File: src/rtl/dmem_lsu.sv
// RV32 load/store unit in front of a 32-bit RAM port without byte enables.
// Sub-word stores use read-modify-write; misaligned/illegal requests error out.
module dmem_lsu #(
  parameter int SCALE = 10
) (
  input  logic             clk,
  input  logic             rst,
  input  logic             req_valid,
  output logic             req_ready,
  input  logic [31:0]      req_addr,
  input  logic             req_we,
  input  logic [1:0]       req_size,
  input  logic             req_unsigned,
  input  logic [31:0]      req_wdata,
  output logic             resp_valid,
  output logic [31:0]      resp_rdata,
  output logic             resp_err,
  output logic             mem_oe,
  output logic             mem_we,
  output logic [SCALE-1:0] mem_addr,
  output logic [31:0]      mem_wdata,
  input  logic [31:0]      mem_rdata
);

  typedef enum logic [2:0] {
    S_IDLE,
    S_LOAD,
    S_RMW,
    S_DONE,
    S_ERR
  } state_e;

  state_e           state_q, state_d;
  logic [SCALE-1:0] addr_q, addr_d;
  logic [1:0]       off_q, off_d;
  logic [1:0]       size_q, size_d;
  logic             uns_q, uns_d;
  logic [15:0]      wdata_q, wdata_d;

  logic             accept;
  logic             bad;
  logic [4:0]       bsh;
  logic [7:0]       lane_b;
  logic [15:0]      lane_h;
  logic [31:0]      ld_data;
  logic [31:0]      merged;
  logic             unused_addr;

  assign unused_addr = ^req_addr[31:SCALE+2];

  always_ff @(posedge clk or negedge rst) begin
    if (!rst) begin
      state_q <= S_IDLE;
      addr_q  <= '0;
      off_q   <= '0;
      size_q  <= '0;
      uns_q   <= 1'b0;
      wdata_q <= '0;
    end else begin
      state_q <= state_d;
      addr_q  <= addr_d;
      off_q   <= off_d;
      size_q  <= size_d;
      uns_q   <= uns_d;
      wdata_q <= wdata_d;
    end
  end

  always_comb begin
    bsh    = {off_q, 3'b000};
    lane_b = mem_rdata[bsh +: 8];
    lane_h = off_q[1] ? mem_rdata[31:16] : mem_rdata[15:0];
    unique case (size_q)
      2'd0:    ld_data = {{24{~uns_q & lane_b[7]}}, lane_b};
      2'd1:    ld_data = {{16{~uns_q & lane_h[15]}}, lane_h};
      default: ld_data = mem_rdata;
    endcase
    merged = mem_rdata;
    if (size_q == 2'd0) begin
      merged[bsh +: 8] = wdata_q[7:0];
    end else if (off_q[1]) begin
      merged[31:16] = wdata_q;
    end else begin
      merged[15:0] = wdata_q;
    end
  end

  always_comb begin
    req_ready  = rst && (state_q == S_IDLE);
    accept     = req_valid & req_ready;
    bad        = (req_size == 2'd3)
               | ((req_size == 2'd1) & req_addr[0])
               | ((req_size == 2'd2) & (|req_addr[1:0]));
    state_d    = state_q;
    addr_d     = addr_q;
    off_d      = off_q;
    size_d     = size_q;
    uns_d      = uns_q;
    wdata_d    = wdata_q;
    resp_valid = 1'b0;
    resp_err   = 1'b0;
    resp_rdata = '0;
    mem_oe     = 1'b0;
    mem_we     = 1'b0;
    mem_addr   = '0;
    mem_wdata  = '0;

    unique case (state_q)
      S_IDLE: begin
        if (accept) begin
          addr_d  = req_addr[SCALE+1:2];
          off_d   = req_addr[1:0];
          size_d  = req_size;
          uns_d   = req_unsigned;
          wdata_d = req_wdata[15:0];
          if (bad) begin
            state_d = S_ERR;
          end else begin
            mem_oe   = 1'b1;
            mem_addr = req_addr[SCALE+1:2];
            if (!req_we) begin
              state_d = S_LOAD;
            end else if (req_size == 2'd2) begin
              mem_we    = 1'b1;
              mem_wdata = req_wdata;
              state_d   = S_DONE;
            end else begin
              state_d = S_RMW;
            end
          end
        end
      end
      S_LOAD: begin
        resp_valid = 1'b1;
        resp_rdata = ld_data;
        state_d    = S_IDLE;
      end
      S_RMW: begin
        mem_oe    = 1'b1;
        mem_we    = 1'b1;
        mem_addr  = addr_q;
        mem_wdata = merged;
        state_d   = S_DONE;
      end
      S_DONE: begin
        resp_valid = 1'b1;
        state_d    = S_IDLE;
      end
      S_ERR: begin
        resp_valid = 1'b1;
        resp_err   = 1'b1;
        state_d    = S_IDLE;
      end
      default: state_d = S_IDLE;
    endcase

    // No RAM access or response may escape while reset is asserted.
    if (!rst) begin
      resp_valid = 1'b0;
      resp_err   = 1'b0;
      resp_rdata = '0;
      mem_oe     = 1'b0;
      mem_we     = 1'b0;
      mem_addr   = '0;
      mem_wdata  = '0;
    end
  end

endmodule

File: config.mk
export PLATFORM = sky130hd
export DESIGN_NAME = dmem_lsu
export DESIGN_NICKNAME = d
export VERILOG_FILES = /design/src/rtl/dmem_lsu.sv
export SDC_FILE = /design/constraint.sdc
export NUM_CORES = 1
export LEC_CHECK = 0
export ABC_AREA = 0
export CAP_MARGIN = 10
export CORE_MARGIN = 2
export CORE_UTILIZATION = 45
export CTS_BUF_LIST = sky130_fd_sc_hd__clkbuf_8
export CTS_CLUSTER_DIAMETER = 50
export DETAILED_ROUTE_END_ITERATION = 6
export GPL_TIMING_DRIVEN = 0
export PLACE_DENSITY = 0.85
export SKIP_CTS_REPAIR_TIMING = 1
export SYNTH_ARGS = -nofsm -noshare
export SYNTH_HDL_FRONTEND = slang
export SYNTH_SLANG_ARGS = --single-unit
File: constraint.sdc
create_clock -name clk -period 6.8 [get_ports clk]
set_clock_uncertainty 0.15 [all_clocks]
set_input_delay 2.04 -clock clk [delete_from_list [all_inputs] [get_ports clk]]
set_output_delay 2.04 -clock clk [all_outputs]
set_load 0.03 [all_outputs]
**Run 1: floorplan with the power grid**

Bar = 20 um. Pins as bars on the die edge.
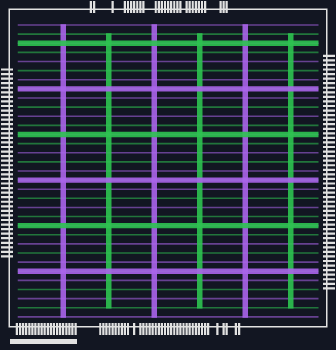
VSS -> purple
VDD -> green
met5 straps = 6
met4 straps = 6

**Run 1: cells colored by class**

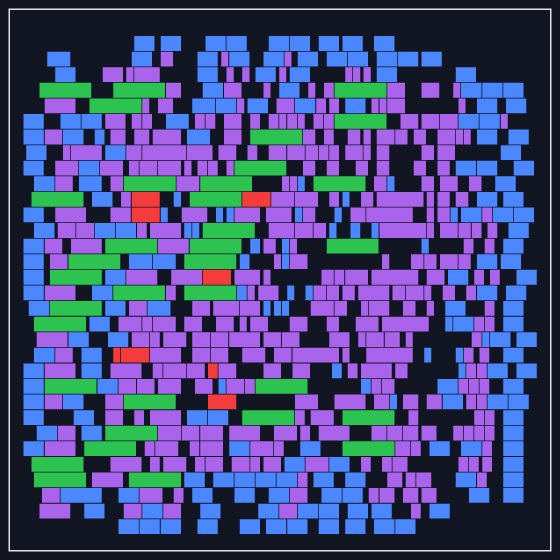
clock drivers and dummy loads -> red  # cells 8
all other logic -> purple  # cells 327
other buffers and delay cells -> blue  # cells 205
flip-flops -> green  # cells 34

**Run 1: clock distribution**

Bar = 20 um.
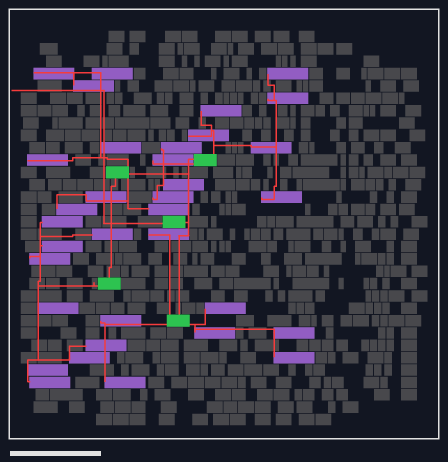
cells driving clock nets -> green  # count 5
clock wires -> red  # length 519 um
flip-flops -> purple  # count 34
routed clock nets = 6

**Run 1: metal layers overlaid**

Bar = 20 um.
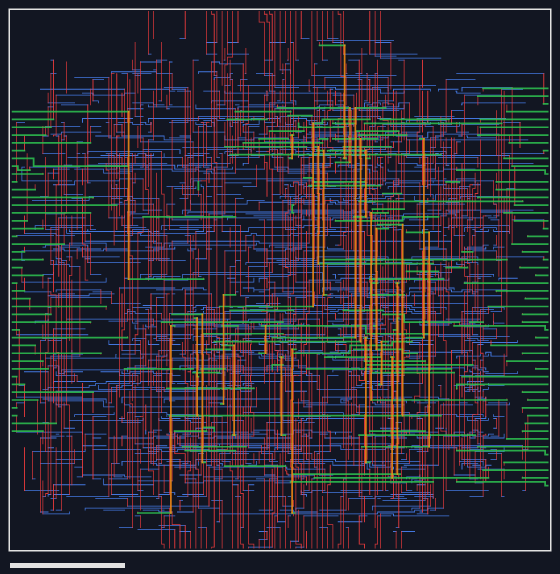
met4 -> orange  # wire length 627 um
met1 -> blue  # wire length 5610 um
met2 -> red  # wire length 6840 um
met3 -> green  # wire length 1700 um

==> run 1: cell type report <==
class / instances / area [um^2]
clock inverter: 2 / 8.76
sequential: 34 / 851
clock buffer: 6 / 82.6
fill: 639 / 2300
buffer: 44 / 243
timing repair buffer: 161 / 1610
multi-input combinational: 303 / 2490
inverter: 24 / 97.6
tap: 102 / 128
==> run 1: metrics by stage <==
step                      power, uW  util [%]  setup slack, ps  cell area (um^2)
after floorplan                1230         -              577              3660
after global placement         1600      69.2            -1380              5400
final                          1830      70.6              150              5510
after CTS                      1800      70.3             -326              5490
after detailed placement       1640      69.2             -298              5400
after global routing           1930      70.6             41.5              5510
==> run 1: cells by family after synthesis <==
group,count (synthesis)
AND/OR/NAND/NOR,92
multiplexers,51
AND-OR/OR-AND,155
adder cells (fa/ha/maj),5
buffers and inverters,68
flip-flops,34
==> summary.rpt, run 1 <==
==== FLOW RESULTS ====
----------------------------------------------------
[Routing]
  DR WL met3 ........................ 1.70 mm
  Routed wire length per instance ........................ 21.9 um
  Via count ........................ 4379
  Number of remaining DRC errors ........................ 0
  Number of DRC markers in iteration 0 ........................ 461
  Top layer reached by signal wires ........................ met4
  Routed vias/inst ........................ 6.48
  Total wire length after detailed routing ........................ 14.8 mm

[Synth]
  Compound-cell area share of the yosys netlist ........................ 30.2%
  Flip-flops with a built-in enable ........................ 0
  Dominant synthesized flop cell ........................ sky130_fd_sc_hd__dfrtp_1
  Area fraction in full adders, half adders and majority gates ........................ 1.71%
  Average footprint of a synthesized cell ........................ 9.05 um^2
  Gate count after technology mapping ........................ 405
  Area fraction in and, or, nand and nor cells ........................ 15.6%
  Total cells reported by yosys after synthesis ........................ 405
  Count of state elements after synthesis ........................ 34
  Multiplexer share of the synthesized area ........................ 20.0%
  Area of the mapped netlist ........................ 3660 um^2
  Parity-gate share of the synthesized area counting xor and xnor cells ........................ 0%
  Syn_nets ........................ 513
  Fraction of synthesized cell area taken by the top area cell type ........................ 23.2%
  Synth top area cells ........................ sky130_fd_sc_hd__dfrtp_1 (23%), sky130_fd_sc_hd__mux2_4 (9.0%), sky130_fd_sc_hd__o21ai_0 (7.5%)
  Chip area from the yosys synthesis statistics ........................ 3660 um^2
  Leading cell type by number of instances after synthesis ........................ sky130_fd_sc_hd__o21ai_0
  Dominant comb cell ........................ AND-OR/OR-AND gates
  Library cell with the largest summed area after synthesis ........................ sky130_fd_sc_hd__dfrtp_1

[Floorplanning]
  Fp util ........................ 46.9%
  IO Count ........................ 182
  Area of the core region ........................ 7810 um^2
  Die Size ........................ 8880 um^2

[Finish]
  Registers with the most flip-flops ........................ wdata_q (16), addr_q (10), state_q (3)
  Area Growth Syn to Fin ........................ 50.4%
  Flip-flop count of the largest register, all copies and words added ........................ 16
  Fraction of layout cells with a size suffix above 1 ........................ 15.0%

[GRT]
  First-pass GRT wire length ........................ 22.1 mm
  Met3 GRT Util ........................ 8.35%
  Met1 track demand over resource in global routing ........................ 40.6%
  Met2 track demand over resource in global routing ........................ 52.3%
  Via count of the first global-routing pass ........................ 4180
  Pin count of the biggest net entering global routing ........................ 42
  GRT Total Usage ........................ 32.2%
  Congestion Overflow GR ........................ 0
  Number of antenna violations at the first check in global routing ........................ 0

[Hold path]
  End of the worst hold path ........................ addr_q[8]
  HP Start ........................ addr_q[8]

[Timing]
  Final critical delay including setup and external delays ........................ 6650 ps
  Max frequency ........................ 0.150 GHz
  Max-slew violation count ........................ 0
  Max-slew headroom ........................ 53.9%
  Slew at the pin with the worst max-slew slack ........................ 687 ps
  Post-route worst hold slack ........................ 372 ps
  Portion of the clock cycle consumed by the worst path in the final layout ........................ 97.8%

[Pwr]
  Net switching fraction of the power ........................ 48.9%
  Clock power share ........................ 8.7%
  Combinational group power ........................ 1280 uW
  Leakage power total ........................ 0.00207 uW
  Logic gate share of total power ........................ 69.7%
  Sequential cell fraction of total power ........................ 21.7%
  Power density over the cells ........................ 333 nW/um^2
  NetSw ........................ 896 uW
  Internal power contribution ........................ 937 uW
  Power consumed by sequential cells ........................ 397 uW

[Setup path]
  Minimum setup slack among reg-to-reg paths ........................ 4710 ps
  Depth of the critical timing path with buffers and inverters included ........................ 6
  Largest stage delay on the critical path ........................ 610 ps
  CP Max Fanout ........................ 10
  Kind of end point of the critical path ........................ output port
  Endpoint of the most critical register-to-register path ........................ addr_q[9]
  Register-to-Register Path Depth ........................ 6
  Gate family responsible for the most delay along the worst path ........................ buffers and inverters
  Critical Path Most Common Cell ........................ sky130_fd_sc_hd__clkdlybuf4s50_1
  Data arrival at the endpoint of the critical path ........................ 4460 ps
  Master of the slowest instance on the critical path ........................ sky130_fd_sc_hd__clkdlybuf4s50_1
  Critical path origin ........................ mem_rdata[23]

[Clock network]
  Clock Path Buffers ........................ 2
  H-tree levels ........................ 2
  Clock sink count ........................ 34
  Total clock buffers created by CTS ........................ 5

[Job]
  Number of warnings in the stage logs ........................ 50

[Outcome]
  Outcome ........................ finished clean

[Placed design]
  Buffers added on ports ........................ 161
  Last weighted congestion value of the routability-driven placer ........................ 0.999
  Half-perimeter wire length of the detailed placement result ........................ 11.2 mm

----------------------------------------------------
**Run 1: the clock network**

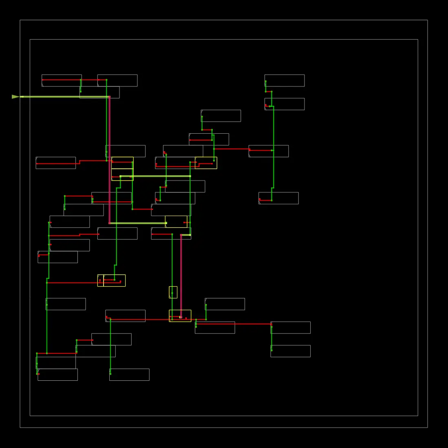

==> run 1 -> run 2 <==
--- a/config.mk
+++ b/config.mk
@@ -8,3 +8,2 @@
 export ABC_AREA = 0
-export CAP_MARGIN = 10
 export CORE_MARGIN = 2
==> constraint.sdc (replaced) <==
create_clock -name clk -period 6.8 [get_ports clk]
set_clock_uncertainty 0.15 [all_clocks]
set_input_delay 1.02 -clock clk [delete_from_list [all_inputs] [get_ports clk]]
set_output_delay 1.02 -clock clk [all_outputs]
set_load 0.03 [all_outputs]
**Run 2: the clock network**

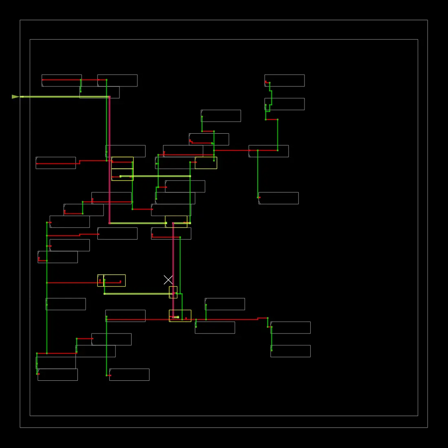
clock sink count: 34
number of flip-flops and latches: 34
power in the clock group: 159 uW
worst skew pair latency: 290 ps
CLK BUF: 6

==> summary.rpt, run 2 <==
==== FLOW RESULTS ====
----------------------------------------------------
[Synth]
  Syn_nets ........................ 513
  Count of state elements after synthesis ........................ 34
  Leading cell type by number of instances after synthesis ........................ sky130_fd_sc_hd__o21ai_0
  Flip-flops with a built-in enable ........................ 0
  Compound-cell area share of the yosys netlist ........................ 30.2%
  Area of the mapped netlist ........................ 3660 um^2
  Total cells reported by yosys after synthesis ........................ 405
  Synth top area cells ........................ sky130_fd_sc_hd__dfrtp_1 (23%), sky130_fd_sc_hd__mux2_4 (9.0%), sky130_fd_sc_hd__o21ai_0 (7.5%)
  Area fraction in full adders, half adders and majority gates ........................ 1.71%
  Multiplexer share of the synthesized area ........................ 20.0%
  Fraction of synthesized cell area taken by the top area cell type ........................ 23.2%
  Dominant comb cell ........................ AND-OR/OR-AND gates
  Gate count after technology mapping ........................ 405
  Parity-gate share of the synthesized area counting xor and xnor cells ........................ 0%
  Chip area from the yosys synthesis statistics ........................ 3660 um^2
  Dominant synthesized flop cell ........................ sky130_fd_sc_hd__dfrtp_1
  Library cell with the largest summed area after synthesis ........................ sky130_fd_sc_hd__dfrtp_1
  Area fraction in and, or, nand and nor cells ........................ 15.6%
  Average footprint of a synthesized cell ........................ 9.05 um^2

[Outcome]
  Outcome ........................ finished with violations
  Violations in the final reports ........................ design-rule violations

[Pwr]
  Logic gate share of total power ........................ 69.5%
  Power density over the cells ........................ 332 nW/um^2
  Sequential cell fraction of total power ........................ 21.8%
  Net switching fraction of the power ........................ 48.8%
  Internal power contribution ........................ 935 uW
  Leakage power total ........................ 0.00206 uW
  NetSw ........................ 890 uW
  Total chip power ........................ 1830 uW
  Combinational group power ........................ 1270 uW
  Clock power share ........................ 8.7%

[Routing]
  Number of remaining DRC errors ........................ 4
  Routed vias/inst ........................ 6.51
  Total wire length after detailed routing ........................ 14.7 mm
  Via count ........................ 4398

[Setup path]
  Kind of end point of the critical path ........................ output port
  CP Max Fanout ........................ 41
  Critical Path Most Common Cell ........................ sky130_fd_sc_hd__clkbuf_1
  Data arrival at the endpoint of the critical path ........................ 3920 ps
  Gate family responsible for the most delay along the worst path ........................ buffers and inverters
  Largest stage delay on the critical path ........................ 800 ps

[GRT]
  First-pass GRT wire length ........................ 22.1 mm
  Via count of the first global-routing pass ........................ 4180
  Congestion Overflow GR ........................ 0
  GRT Total Usage ........................ 32.2%
  Pin count of the biggest net entering global routing ........................ 42
  Number of antenna violations at the first check in global routing ........................ 0

[Finish]
  Layout filler cell count ........................ 642
  Final Cell Area ........................ 5490 um^2
  Fraction of layout cells with a size suffix above 1 ........................ 14.6%
  Final layout net count ........................ 681
  Flip-flop count of the largest register, all copies and words added ........................ 16
  Area Growth Syn to Fin ........................ 49.8%
  Area of combinational cells with multiple inputs ........................ 2470 um^2
  Registers with the most flip-flops ........................ wdata_q (16), addr_q (10), state_q (3)
  Utilization after layout ........................ 70.3%
  Footprint of the flip-flops and latches ........................ 851 um^2

[Job]
  Number of warnings in the stage logs ........................ 50
  Number of maximum-capacitance constraint violations ........................ 0

[Placed design]
  Pre-CTS setup slack ........................ 1740 ps
  Buffers added on ports ........................ 161
  Half-perimeter wire length of the detailed placement result ........................ 11.2 mm
  Last weighted congestion value of the routability-driven placer ........................ 0.999
  Area after detailed placement ........................ 5400 um^2

[Timing]
  Max frequency ........................ 0.196 GHz
  Max-slew headroom ........................ 28.5%
  Slew at the pin with the worst max-slew slack ........................ 1070 ps
  Post-route worst hold slack ........................ 372 ps
  Portion of the clock cycle consumed by the worst path in the final layout ........................ 74.9%
  Setup WS post-layout ........................ 1710 ps

[Floorplanning]
  Fp util ........................ 46.9%
  Die Size ........................ 8880 um^2
  Area of the core region ........................ 7810 um^2
  IO Count ........................ 182

[Clock network]
  H-tree levels ........................ 2
  Total clock buffers created by CTS ........................ 5
  Clock Path Buffers ........................ 2

[Hold path]
  HP Start ........................ addr_q[8]

----------------------------------------------------
**Run 2: floorplan with the power grid**

Bar = 20 um. Pins as bars on the die edge.
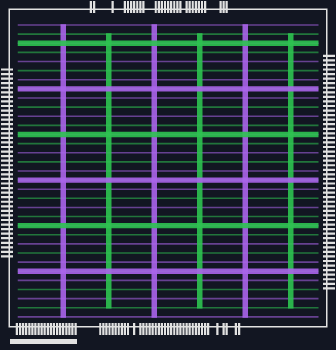
VDD -> green
VSS -> purple
met1 rails = 33
signal pins = 182
met5 straps = 6
rows = 32
met4 straps = 6

## run 2: final cells by class
cell class	instances	area share, %
clock inverter	2	0.160
multi-input combinational	303	45.1
sequential	34	15.5
inverter	24	1.78
clock buffer	6	1.50
buffer	44	4.42
timing repair buffer	161	29.3
tap	102	2.32
## run 2: metal layers
layer,GRT usage (%),up-vias,share of wire (%)
met2,52.3,322,45
met3,8.35,65,12
met1,40.6,2057,38
met4,13.4,0,4.4
li1,-,1954,-
met5,0,-,0
## run 2: path summary, 6_finish.rpt
check                           endpoint  slack (ps)  depth (start not counted)
max                        resp_rdata[6]        1710                          6
min                            addr_q[8]         370                          1
max reg2reg                    addr_q[9]        4710                          6
min reg2reg                    addr_q[8]         370                          1
max in group asynchronous     state_q[1]        5240                          1
min in group asynchronous      addr_q[7]         710                          1
**Run 2: cells colored by class**

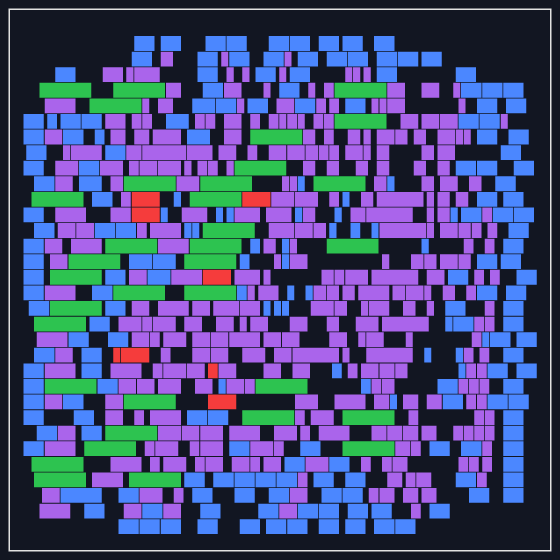

==> run 2 -> run 3 <==
- CORE_UTILIZATION: 45 -> 42
- PLACE_DENSITY: 0.85 -> 0.8
- clock period: 6.8 -> 5 ns (I/O delays scaled with it)
**Run 3: cells colored by class**

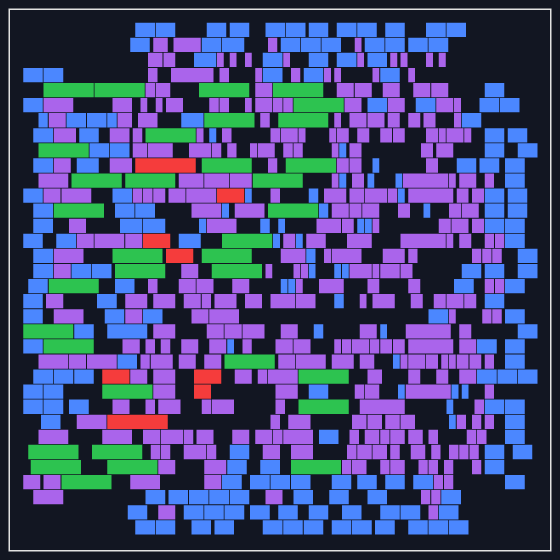
all other logic -> purple  # cells 327
clock drivers and dummy loads -> red  # cells 8
flip-flops -> green  # cells 34
other buffers and delay cells -> blue  # cells 205

==> summary.rpt, run 3 <==
==== FLOW RESULTS ====
----------------------------------------------------
[Outcome]
  Outcome ........................ finished clean

[Routing]
  DR WL met3 ........................ 1.35 mm
  Wire length on met1 ........................ 5.89 mm
  Via count ........................ 4372
  Number of remaining DRC errors ........................ 0
  Routed vias/inst ........................ 6.41
  Number of DRC markers in iteration 0 ........................ 382
  Total wire length after detailed routing ........................ 14.7 mm
  Top layer reached by signal wires ........................ met4

[Pwr]
  Net switching fraction of the power ........................ 47.0%
  Power consumed by sequential cells ........................ 537 uW
  Power density over the cells ........................ 464 nW/um^2
  Sequential cell fraction of total power ........................ 20.9%
  Combinational group power ........................ 1720 uW
  NetSw ........................ 1210 uW
  Logic gate share of total power ........................ 66.9%
  Leakage power total ........................ 0.00208 uW
  Clock power share ........................ 12.2%
  Total chip power ........................ 2570 uW

[Synth]
  Chip area from the yosys synthesis statistics ........................ 3660 um^2
  Leading cell type by number of instances after synthesis ........................ sky130_fd_sc_hd__o21ai_0
  Fraction of synthesized cell area taken by the top area cell type ........................ 23.2%
  Dominant synthesized flop cell ........................ sky130_fd_sc_hd__dfrtp_1
  Synth top area cells ........................ sky130_fd_sc_hd__dfrtp_1 (23%), sky130_fd_sc_hd__mux2_4 (9.0%), sky130_fd_sc_hd__o21ai_0 (7.5%)
  Gate count after technology mapping ........................ 405
  Parity-gate share of the synthesized area counting xor and xnor cells ........................ 0%
  Flip-flops with a built-in enable ........................ 0
  Area fraction in full adders, half adders and majority gates ........................ 1.71%
  Dominant comb cell ........................ AND-OR/OR-AND gates
  Syn_nets ........................ 513
  Area fraction in and, or, nand and nor cells ........................ 15.6%
  Compound-cell area share of the yosys netlist ........................ 30.2%
  Total cells reported by yosys after synthesis ........................ 405
  Area of the mapped netlist ........................ 3660 um^2

[Setup path]
  Critical Path Most Common Cell ........................ sky130_fd_sc_hd__buf_1
  Gate family responsible for the most delay along the worst path ........................ buffers and inverters
  CP Max Fanout ........................ 10
  Data arrival at the endpoint of the critical path ........................ 3860 ps
  Minimum setup slack among reg-to-reg paths ........................ 2910 ps
  Master of the slowest instance on the critical path ........................ sky130_fd_sc_hd__clkdlybuf4s50_1
  Largest stage delay on the critical path ........................ 680 ps
  Kind of end point of the critical path ........................ output port
  Capture point of the worst path ........................ mem_wdata[26]
  Depth of the critical timing path with buffers and inverters included ........................ 9

[GRT]
  Via count of the first global-routing pass ........................ 4376
  Gr busiest metal ........................ met2
  First-pass GRT wire length ........................ 23.2 mm
  GRT Total Usage ........................ 29.8%
  Number of antenna violations at the first check in global routing ........................ 0
  Met1 track demand over resource in global routing ........................ 38.7%
  Met3 GRT Util ........................ 5.54%
  Met2 track demand over resource in global routing ........................ 50.7%
  Congestion Overflow GR ........................ 0
  Pin count of the biggest net entering global routing ........................ 42

[Timing]
  Setup WS post-layout ........................ 236 ps
  Slew at the pin with the worst max-slew slack ........................ 994 ps
  Max-slew headroom ........................ 33.7%
  Portion of the clock cycle consumed by the worst path in the final layout ........................ 95.3%
  Max-slew violation count ........................ 0
  Max frequency ........................ 0.210 GHz
  Final critical delay including setup and external delays ........................ 4760 ps

[Floorplanning]
  Fp util ........................ 42.6%
  Area of the core region ........................ 8590 um^2
  IO Count ........................ 182

[Clock network]
  Clock sink count ........................ 34
  Total clock buffers created by CTS ........................ 5
  Clock Path Buffers ........................ 2
  H-tree levels ........................ 2

[Placed design]
  Pre-CTS setup slack ........................ 524 ps
  Buffers added on ports ........................ 161
  Last weighted congestion value of the routability-driven placer ........................ 0.973
  Half-perimeter wire length of the detailed placement result ........................ 11.3 mm

[Job]
  Number of warnings in the stage logs ........................ 50

[Hold path]
  HP Start ........................ addr_q[3]
  End of the worst hold path ........................ addr_q[3]

[Finish]
  Area Growth Syn to Fin ........................ 51.3%
  Utilization after layout ........................ 64.5%
  Registers with the most flip-flops ........................ wdata_q (16), addr_q (10), state_q (3)
  Final Cell Area ........................ 5540 um^2
  Layout filler cell count ........................ 746

----------------------------------------------------
**Run 3: metal layers overlaid**

Bar = 20 um.
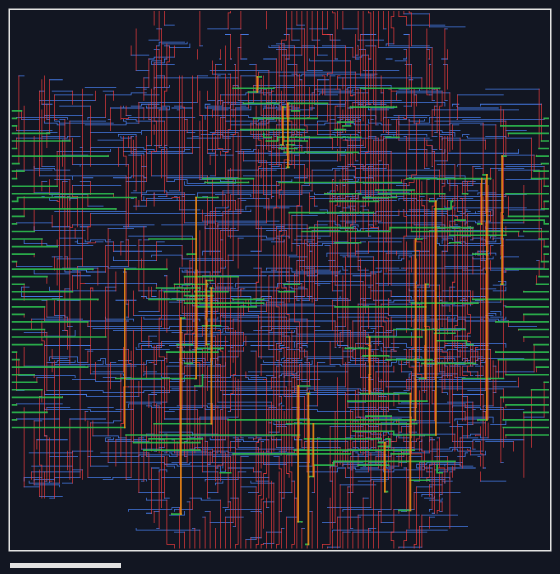
met4 -> orange  # wire length 422 um
met1 -> blue  # wire length 5890 um
met3 -> green  # wire length 1350 um
met2 -> red  # wire length 7020 um

-- run 3: area by class of cell --
| type | instances | area [um^2] | share of cell area [%] |
|---|---|---|---|
| Clock inverter | 3 | 68.8 | 1.24 |
| Buffer | 44 | 243 | 4.38 |
| Tap cell | 108 | 135 | 2.44 |
| Timing Repair Buffer | 161 | 1610 | 29.0 |
| Multi-Input combinational cell | 303 | 2470 | 44.6 |
| Clock buffer | 5 | 68.8 | 1.24 |
| Sequential cell | 34 | 851 | 15.3 |
| Inverter | 24 | 97.6 | 1.76 |
Power is estimated from default activity; no workload was simulated.
